===== src/rtl/main_cu_pkg.sv =====
// -----------------------------------------------------------------------------
// main_cu_pkg
//   Shared RISC definitions for the main control unit and the ALU control
//   decoder: opcode map, alu_op class encodings, pc_src encodings, main FSM
//   state encodings and the opcode-class flag record.
// -----------------------------------------------------------------------------
package main_cu_pkg;

  localparam int OP_W     = 4;
  localparam int ALU_OP_W = 2;

  // Opcode map. 0010..1001 are R-type ALU operations.
  localparam logic [OP_W-1:0] OP_LD   = 4'b0000;
  localparam logic [OP_W-1:0] OP_ST   = 4'b0001;
  localparam logic [OP_W-1:0] OP_R_LO = 4'b0010;
  localparam logic [OP_W-1:0] OP_R_HI = 4'b1001;
  localparam logic [OP_W-1:0] OP_BEQ  = 4'b1011;
  localparam logic [OP_W-1:0] OP_BNE  = 4'b1100;
  localparam logic [OP_W-1:0] OP_JMP  = 4'b1101;

  // alu_op classes consumed by the ALU control decoder.
  localparam logic [ALU_OP_W-1:0] ALU_OP_MEM = 2'b10;
  localparam logic [ALU_OP_W-1:0] ALU_OP_BR  = 2'b01;
  localparam logic [ALU_OP_W-1:0] ALU_OP_R   = 2'b00;

  // PC source select.
  localparam logic [1:0] PC_SRC_SEQ = 2'd0;
  localparam logic [1:0] PC_SRC_BR  = 2'd1;
  localparam logic [1:0] PC_SRC_JMP = 2'd2;

  // Main FSM state encodings.
  localparam logic [2:0] S_IDLE   = 3'd0;
  localparam logic [2:0] S_FETCH  = 3'd1;
  localparam logic [2:0] S_DECODE = 3'd2;
  localparam logic [2:0] S_EXEC   = 3'd3;
  localparam logic [2:0] S_MEM    = 3'd4;
  localparam logic [2:0] S_WB     = 3'd5;
  localparam logic [2:0] S_TRAP   = 3'd6;

  // One-hot instruction class of the latched opcode.
  typedef struct packed {
    logic is_r;
    logic is_ld;
    logic is_st;
    logic is_beq;
    logic is_bne;
    logic is_jmp;
    logic is_illegal;
  } op_class_t;

endpackage


===== src/rtl/main_cu_opclass.sv =====
// -----------------------------------------------------------------------------
// main_cu_opclass
//   Combinational opcode classifier for the main control unit.
//   op  : latched instruction opcode
//   cls : class flags {is_r, is_ld, is_st, is_beq, is_bne, is_jmp, is_illegal}
// -----------------------------------------------------------------------------
module main_cu_opclass
  import main_cu_pkg::*;
(
  input  logic [OP_W-1:0] op,
  output op_class_t       cls
);

  always_comb begin
    // NOTE: every output of a combinational block gets a default first so no
    // path through the block leaves it unassigned and infers a latch.
    cls        = '0;
    cls.is_r   = (op >= OP_R_LO) && (op <= OP_R_HI);
    cls.is_ld  = (op == OP_LD);
    cls.is_st  = (op == OP_ST);
    cls.is_beq = (op == OP_BEQ);
    cls.is_bne = (op == OP_BNE);
    cls.is_jmp = (op == OP_JMP);
    // Holes in the map: 1010, 1110, 1111.
    cls.is_illegal = !(cls.is_r || cls.is_ld || cls.is_st ||
                       cls.is_beq || cls.is_bne || cls.is_jmp);
  end

endmodule


===== src/rtl/main_cu.sv =====
// -----------------------------------------------------------------------------
// main_cu
//   Multi-cycle main control unit: sequences IDLE/FETCH/DECODE/EXEC/MEM/WB and
//   latches into TRAP on an illegal opcode.
//   clk, rst            : clock, asynchronous active-high reset
//   instr_valid/ready   : fetch handshake; accept = FETCH && instr_valid
//   opcode              : instruction opcode, sampled on accept
//   zero_flag           : ALU zero, used combinationally in EXEC (branches)
//   dmem_ack            : data memory completion, used only in MEM
//   alu_op, alu_src     : ALU operation class and B-operand select
//   reg_write, mem_to_reg : register file write strobe and source select
//   dmem_req, dmem_we   : data memory request (level) and store qualifier
//   ir_write, pc_write, pc_src : IR load, PC update strobe and source
//   illegal             : sticky illegal-opcode flag (TRAP state)
// -----------------------------------------------------------------------------
module main_cu
  import main_cu_pkg::*;
(
  input  logic                clk,
  input  logic                rst,
  input  logic                instr_valid,
  output logic                instr_ready,
  input  logic [OP_W-1:0]     opcode,
  input  logic                zero_flag,
  input  logic                dmem_ack,
  output logic [ALU_OP_W-1:0] alu_op,
  output logic                alu_src,
  output logic                reg_write,
  output logic                mem_to_reg,
  output logic                dmem_req,
  output logic                dmem_we,
  output logic                ir_write,
  output logic                pc_write,
  output logic [1:0]          pc_src,
  output logic                illegal
);

  logic [2:0]      state_q, state_d;
  logic [OP_W-1:0] op_q;
  op_class_t       cls;
  logic            accept;

  assign accept = (state_q == S_FETCH) && instr_valid;

  main_cu_opclass u_opclass (
    .op  (op_q),
    .cls (cls)
  );

  always_ff @(posedge clk or posedge rst) begin
    // NOTE: sequential state uses non-blocking assignments so every register
    // samples its pre-edge value, independent of statement order.
    if (rst) begin
      state_q <= S_IDLE;
      op_q    <= OP_LD;
    end else begin
      state_q <= state_d;
      if (accept) op_q <= opcode;
    end
  end

  always_comb begin
    state_d     = state_q;
    instr_ready = 1'b0;
    alu_op      = ALU_OP_R;
    alu_src     = 1'b0;
    reg_write   = 1'b0;
    mem_to_reg  = 1'b0;
    dmem_req    = 1'b0;
    dmem_we     = 1'b0;
    ir_write    = 1'b0;
    pc_write    = 1'b0;
    pc_src      = PC_SRC_SEQ;
    illegal     = 1'b0;

    case (state_q)
      S_IDLE: state_d = S_FETCH;

      S_FETCH: begin
        instr_ready = 1'b1;
        if (instr_valid) begin
          ir_write = 1'b1;
          pc_write = 1'b1;
          pc_src   = PC_SRC_SEQ;
          state_d  = S_DECODE;
        end
      end

      S_DECODE: begin
        if (cls.is_jmp) begin
          pc_write = 1'b1;
          pc_src   = PC_SRC_JMP;
          state_d  = S_FETCH;
        end else if (cls.is_illegal) begin
          state_d = S_TRAP;
        end else begin
          state_d = S_EXEC;
        end
      end

      S_EXEC: begin
        if (cls.is_ld || cls.is_st) begin
          alu_op  = ALU_OP_MEM;
          alu_src = 1'b1;
          state_d = S_MEM;
        end else if (cls.is_beq || cls.is_bne) begin
          alu_op   = ALU_OP_BR;
          pc_src   = PC_SRC_BR;
          // BNE takes the branch on a non-zero compare.
          pc_write = cls.is_beq ? zero_flag : ~zero_flag;
          state_d  = S_FETCH;
        end else begin
          state_d = S_WB;
        end
      end

      S_MEM: begin
        alu_op   = ALU_OP_MEM;
        alu_src  = 1'b1;
        dmem_req = 1'b1;
        dmem_we  = cls.is_st;
        if (dmem_ack) state_d = cls.is_ld ? S_WB : S_FETCH;
      end

      S_WB: begin
        reg_write  = 1'b1;
        mem_to_reg = cls.is_ld;
        // Keep the EXEC operand class stable for the whole instruction.
        if (cls.is_ld) begin
          alu_op  = ALU_OP_MEM;
          alu_src = 1'b1;
        end
        state_d = S_FETCH;
      end

      S_TRAP: illegal = 1'b1;

      default: state_d = S_IDLE;
    endcase
  end

endmodule


===== config.mk =====
export PLATFORM = sky130hd
export DESIGN_NAME = main_cu
export DESIGN_NICKNAME = d
export VERILOG_FILES = /design/src/rtl/main_cu_pkg.sv /design/src/rtl/main_cu_opclass.sv /design/src/rtl/main_cu.sv
export SDC_FILE = /design/constraint.sdc
export NUM_CORES = 1
export LEC_CHECK = 0
export CAP_MARGIN = 15
export CELL_PAD_IN_SITES_DETAIL_PLACEMENT = 0
export CELL_PAD_IN_SITES_GLOBAL_PLACEMENT = 1
export CORE_MARGIN = 1
export CORE_UTILIZATION = 33
export CTS_CLUSTER_SIZE = 16
export DETAILED_ROUTE_END_ITERATION = 8
export GPL_ROUTABILITY_DRIVEN = 0
export PLACE_DENSITY = 0.9
export SYNTH_ARGS = -nofsm -noshare
export SYNTH_HDL_FRONTEND = slang
export SYNTH_HIERARCHICAL = 1
export SYNTH_SLANG_ARGS = --single-unit

===== constraint.sdc =====
create_clock -name clk -period 5.61 [get_ports clk]
set_clock_uncertainty 0.2 [all_clocks]
set_input_delay 1.122 -clock clk [delete_from_list [all_inputs] [get_ports clk]]
set_output_delay 1.122 -clock clk [all_outputs]
set_load 0.02 [all_outputs]

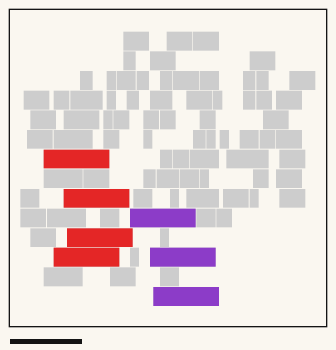
Fig. 1. Where the registers sit.
Bar = 10 um. Other cells in gray.
Red marks `op_q`, placed flops 4. Purple marks `state_q`, placed flops 3.
final standard cell utilization of the core: 51.0%
Flop area: 175 um2
share of cell area taken by flip-flops and latches: 22.0%
Seq group: 50.6 uW

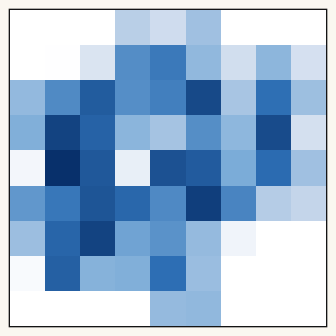
Fig. 2. Cell density map.
The die is cut into 9 by 9 equal tiles; white is low, dark blue is high, 0 to 100% covered.
The fullest tile reaches 100%. 21% of the tiles are over 75% full. The emptiest ninth of the die: south-east.
initial cell density of the core: 36.9%
Core Box Area: 0.00156 mm2

==> impl_metrics.env <==
# yosys + openroad results
export IMPL_global_route_usage_total_pct=14.5
export IMPL_setup_violations_final=0
export IMPL_buf_share_pct=26.4
export IMPL_grt_overflow=0
export IMPL_area_delta_synth_final_pct=38.3
export IMPL_dp_final_hpwl_um=893
export IMPL_area_share_clock_buf_inv_pct=3.30
export IMPL_layout_cells_most_common_list="sky130_fd_sc_hd__clkdlybuf4s50_1, sky130_fd_sc_hd__dfrtp_1, sky130_fd_sc_hd__nor2_1"
export IMPL_final_hold_violation_count=0
export IMPL_path_cells="clkdlybuf4s50_1 -> and4bb_1 -> a31oi_1 -> o21ai_0 -> clkdlybuf4s50_1"
export IMPL_clock_buffer_count=4
export IMPL_detail_route_drc_violations=2
export IMPL_period_minus_slack_ns=4.13
export IMPL_postSynthCellCount=63
export IMPL_stage_log_warnings=26
export IMPL_cts_repair_resized=0
export IMPL_failed_checks="DRC"
export IMPL_worstSetupPathDepth=5
export IMPL_power_clock_fraction_pct=43.1
export IMPL_io_buffers=21
export IMPL_netlist_area_um2=576
export IMPL_num_nonclk_buffers=21
export IMPL_r2r_worst_path_cells=4
export IMPL_place_ws_ns=1.48
export IMPL_n_fill_cell=156
export IMPL_layout_cells_largest_class="multi-input combinational cells"
export IMPL_dr_wl_met2_um=576
export IMPL_min_path_type="register to register"
export IMPL_chipHeight_um=43.8
export IMPL_slowest_delay_ns=0.62
export IMPL_swShare_pct=18.4
export IMPL_cpLargestDelayFamily="buffers and inverters"
export IMPL_timing_final_crit_share_pct=73.6
export IMPL_route_met3_wl_um=73
export IMPL_tns_ns=0
export IMPL_slew_viol_final=0
export IMPL_total_leakage_power_nw=0.312
export IMPL_antenna_found_initial=0
export IMPL_run_status="complete, but fails checks"
export IMPL_post_dp_area_um2=769
export IMPL_yosys_warnings=6
export IMPL_worstSkewPairLatency_ns=0.25
export IMPL_cts_tree="yes"
export IMPL_net_switching_power_uw=18.6
export IMPL_avg_inst_size_synth_um2=9.14
export IMPL_final_antenna_net_count=0
export IMPL_worst_ir_drop_vdd_uv=169
export IMPL_total_die_area_mm2=0.00191
export IMPL_nNonClkInverters=3
export IMPL_io_pins=22
export IMPL_path_common_cell="sky130_fd_sc_hd__clkdlybuf4s50_1"
export IMPL_worst_slack_ns=1.48
export IMPL_nets=93
export IMPL_clock_tree_root_cell="sky130_fd_sc_hd__clkbuf_4"
export IMPL_maxUsedRoutingLayer="met3"
export IMPL_sequentialPowerShare_pct=49.9
export IMPL_comb_power_share_pct=6.9
export IMPL_reg2reg_setup_slack_ns=3.33
export IMPL_ctsLongestPathBuffers=2
export IMPL_worstSetupStartpointType="input pin"
export IMPL_pin_count_of_the_biggest_net_entering_global_routing=16
export IMPL_criticalPathCategory="input pin to output port"
export IMPL_drt_pass1_iter_count=5
export IMPL_path_clk_slew_ns=0.05
export IMPL_nMultiInputCombCells=48
export IMPL_grt_first_pass_wirelength_um=2070
export IMPL_crit_end="pc_write"
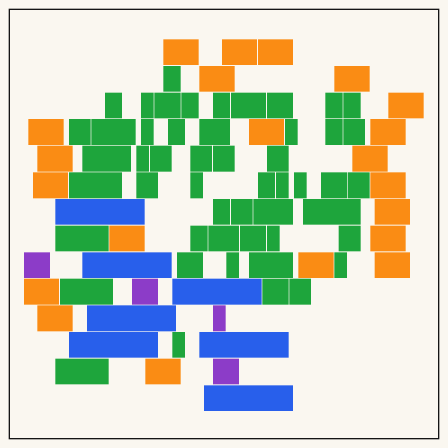
Fig. 3. Cells colored by class.
Blue marks registers, cells 7, share of their area 23%. Green marks remaining logic cells, cells 51, share of their area 47%. Purple marks clock drivers and dummy loads, cells 4, share of their area 3.4%. Orange marks remaining buffers and delay cells, cells 21, share of their area 27%.
post-route cell area: 796 um2
FP Rows: 14

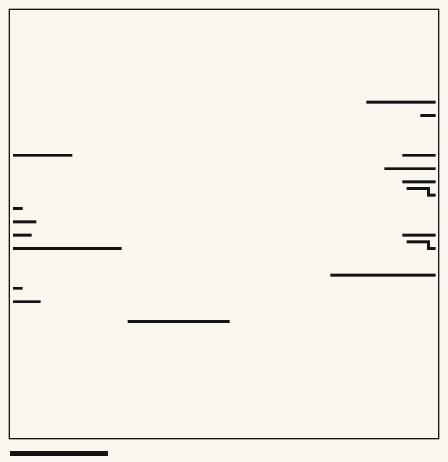
Fig. 4. M3 wires.
Bar = 10 um.
The layer holds 6.1% of the routed length. The longest straight run is 10.8 um. The layer carries 73.7 um of wire. 17 nets have wire on it.
Final Routed Wirelength: 1210 um
detailed-route via count: 536
met3 Track Usage GR: 5.42%

[routing by layer]
| layer | global-route usage, % | vias to the layer above |
|---|---|---|
| met5 | 0 | - |
| met4 | 1.88 | 0 |
| li1 | - | 269 |
| met2 | 23.0 | 18 |
| met3 | 5.42 | 0 |
| met1 | 19.3 | 249 |
[state kept, by name, indices dropped and copies added, names as in the netlist]
name and flops:
state_q 3, op_q 4
[worst min path at each step]
stage                              from             endpoint  depth (start not counted)  slack (ns)
CTS                 op_q[2]$_DFFE_PP0P_  op_q[2]$_DFFE_PP0P_                          1        0.39
finish              op_q[2]$_DFFE_PP0P_  op_q[2]$_DFFE_PP0P_                          1        0.38
detailed placement  op_q[2]$_DFFE_PP0P_  op_q[2]$_DFFE_PP0P_                          1        0.37
floorplan           op_q[2]$_DFFE_PP0P_  op_q[2]$_DFFE_PP0P_                          1        0.35
global placement    op_q[2]$_DFFE_PP0P_  op_q[2]$_DFFE_PP0P_                          1        0.38
global route        op_q[2]$_DFFE_PP0P_  op_q[2]$_DFFE_PP0P_                          1        0.43
[through the flow]
step | util [%] | instances | hold WS [ns] | power (mW)
finish | 51.0 | 99 | 0.382 | 0.101
global route | 51.0 | 99 | 0.429 | 0.110
CTS | 51.0 | 99 | 0.387 | 0.104
detailed placement | 49.4 | 95 | 0.371 | 0.0585
global placement | 49.4 | 95 | 0.382 | 0.0583
floorplan | - | 63 | 0.348 | 0.0525
[power by group through the flow]
stage          Sequential, mW  Combinational (mW)  Clock, mW
5_1_grt                0.0505             0.00772     0.0518
3_3_place_gp           0.0514             0.00693          0
4_1_cts                0.0506             0.00710     0.0464
2_1_floorplan          0.0514             0.00109          0
3_5_place_dp           0.0514             0.00708          0
6_report               0.0506             0.00700     0.0437
Power is estimated from default activity; no workload was simulated.
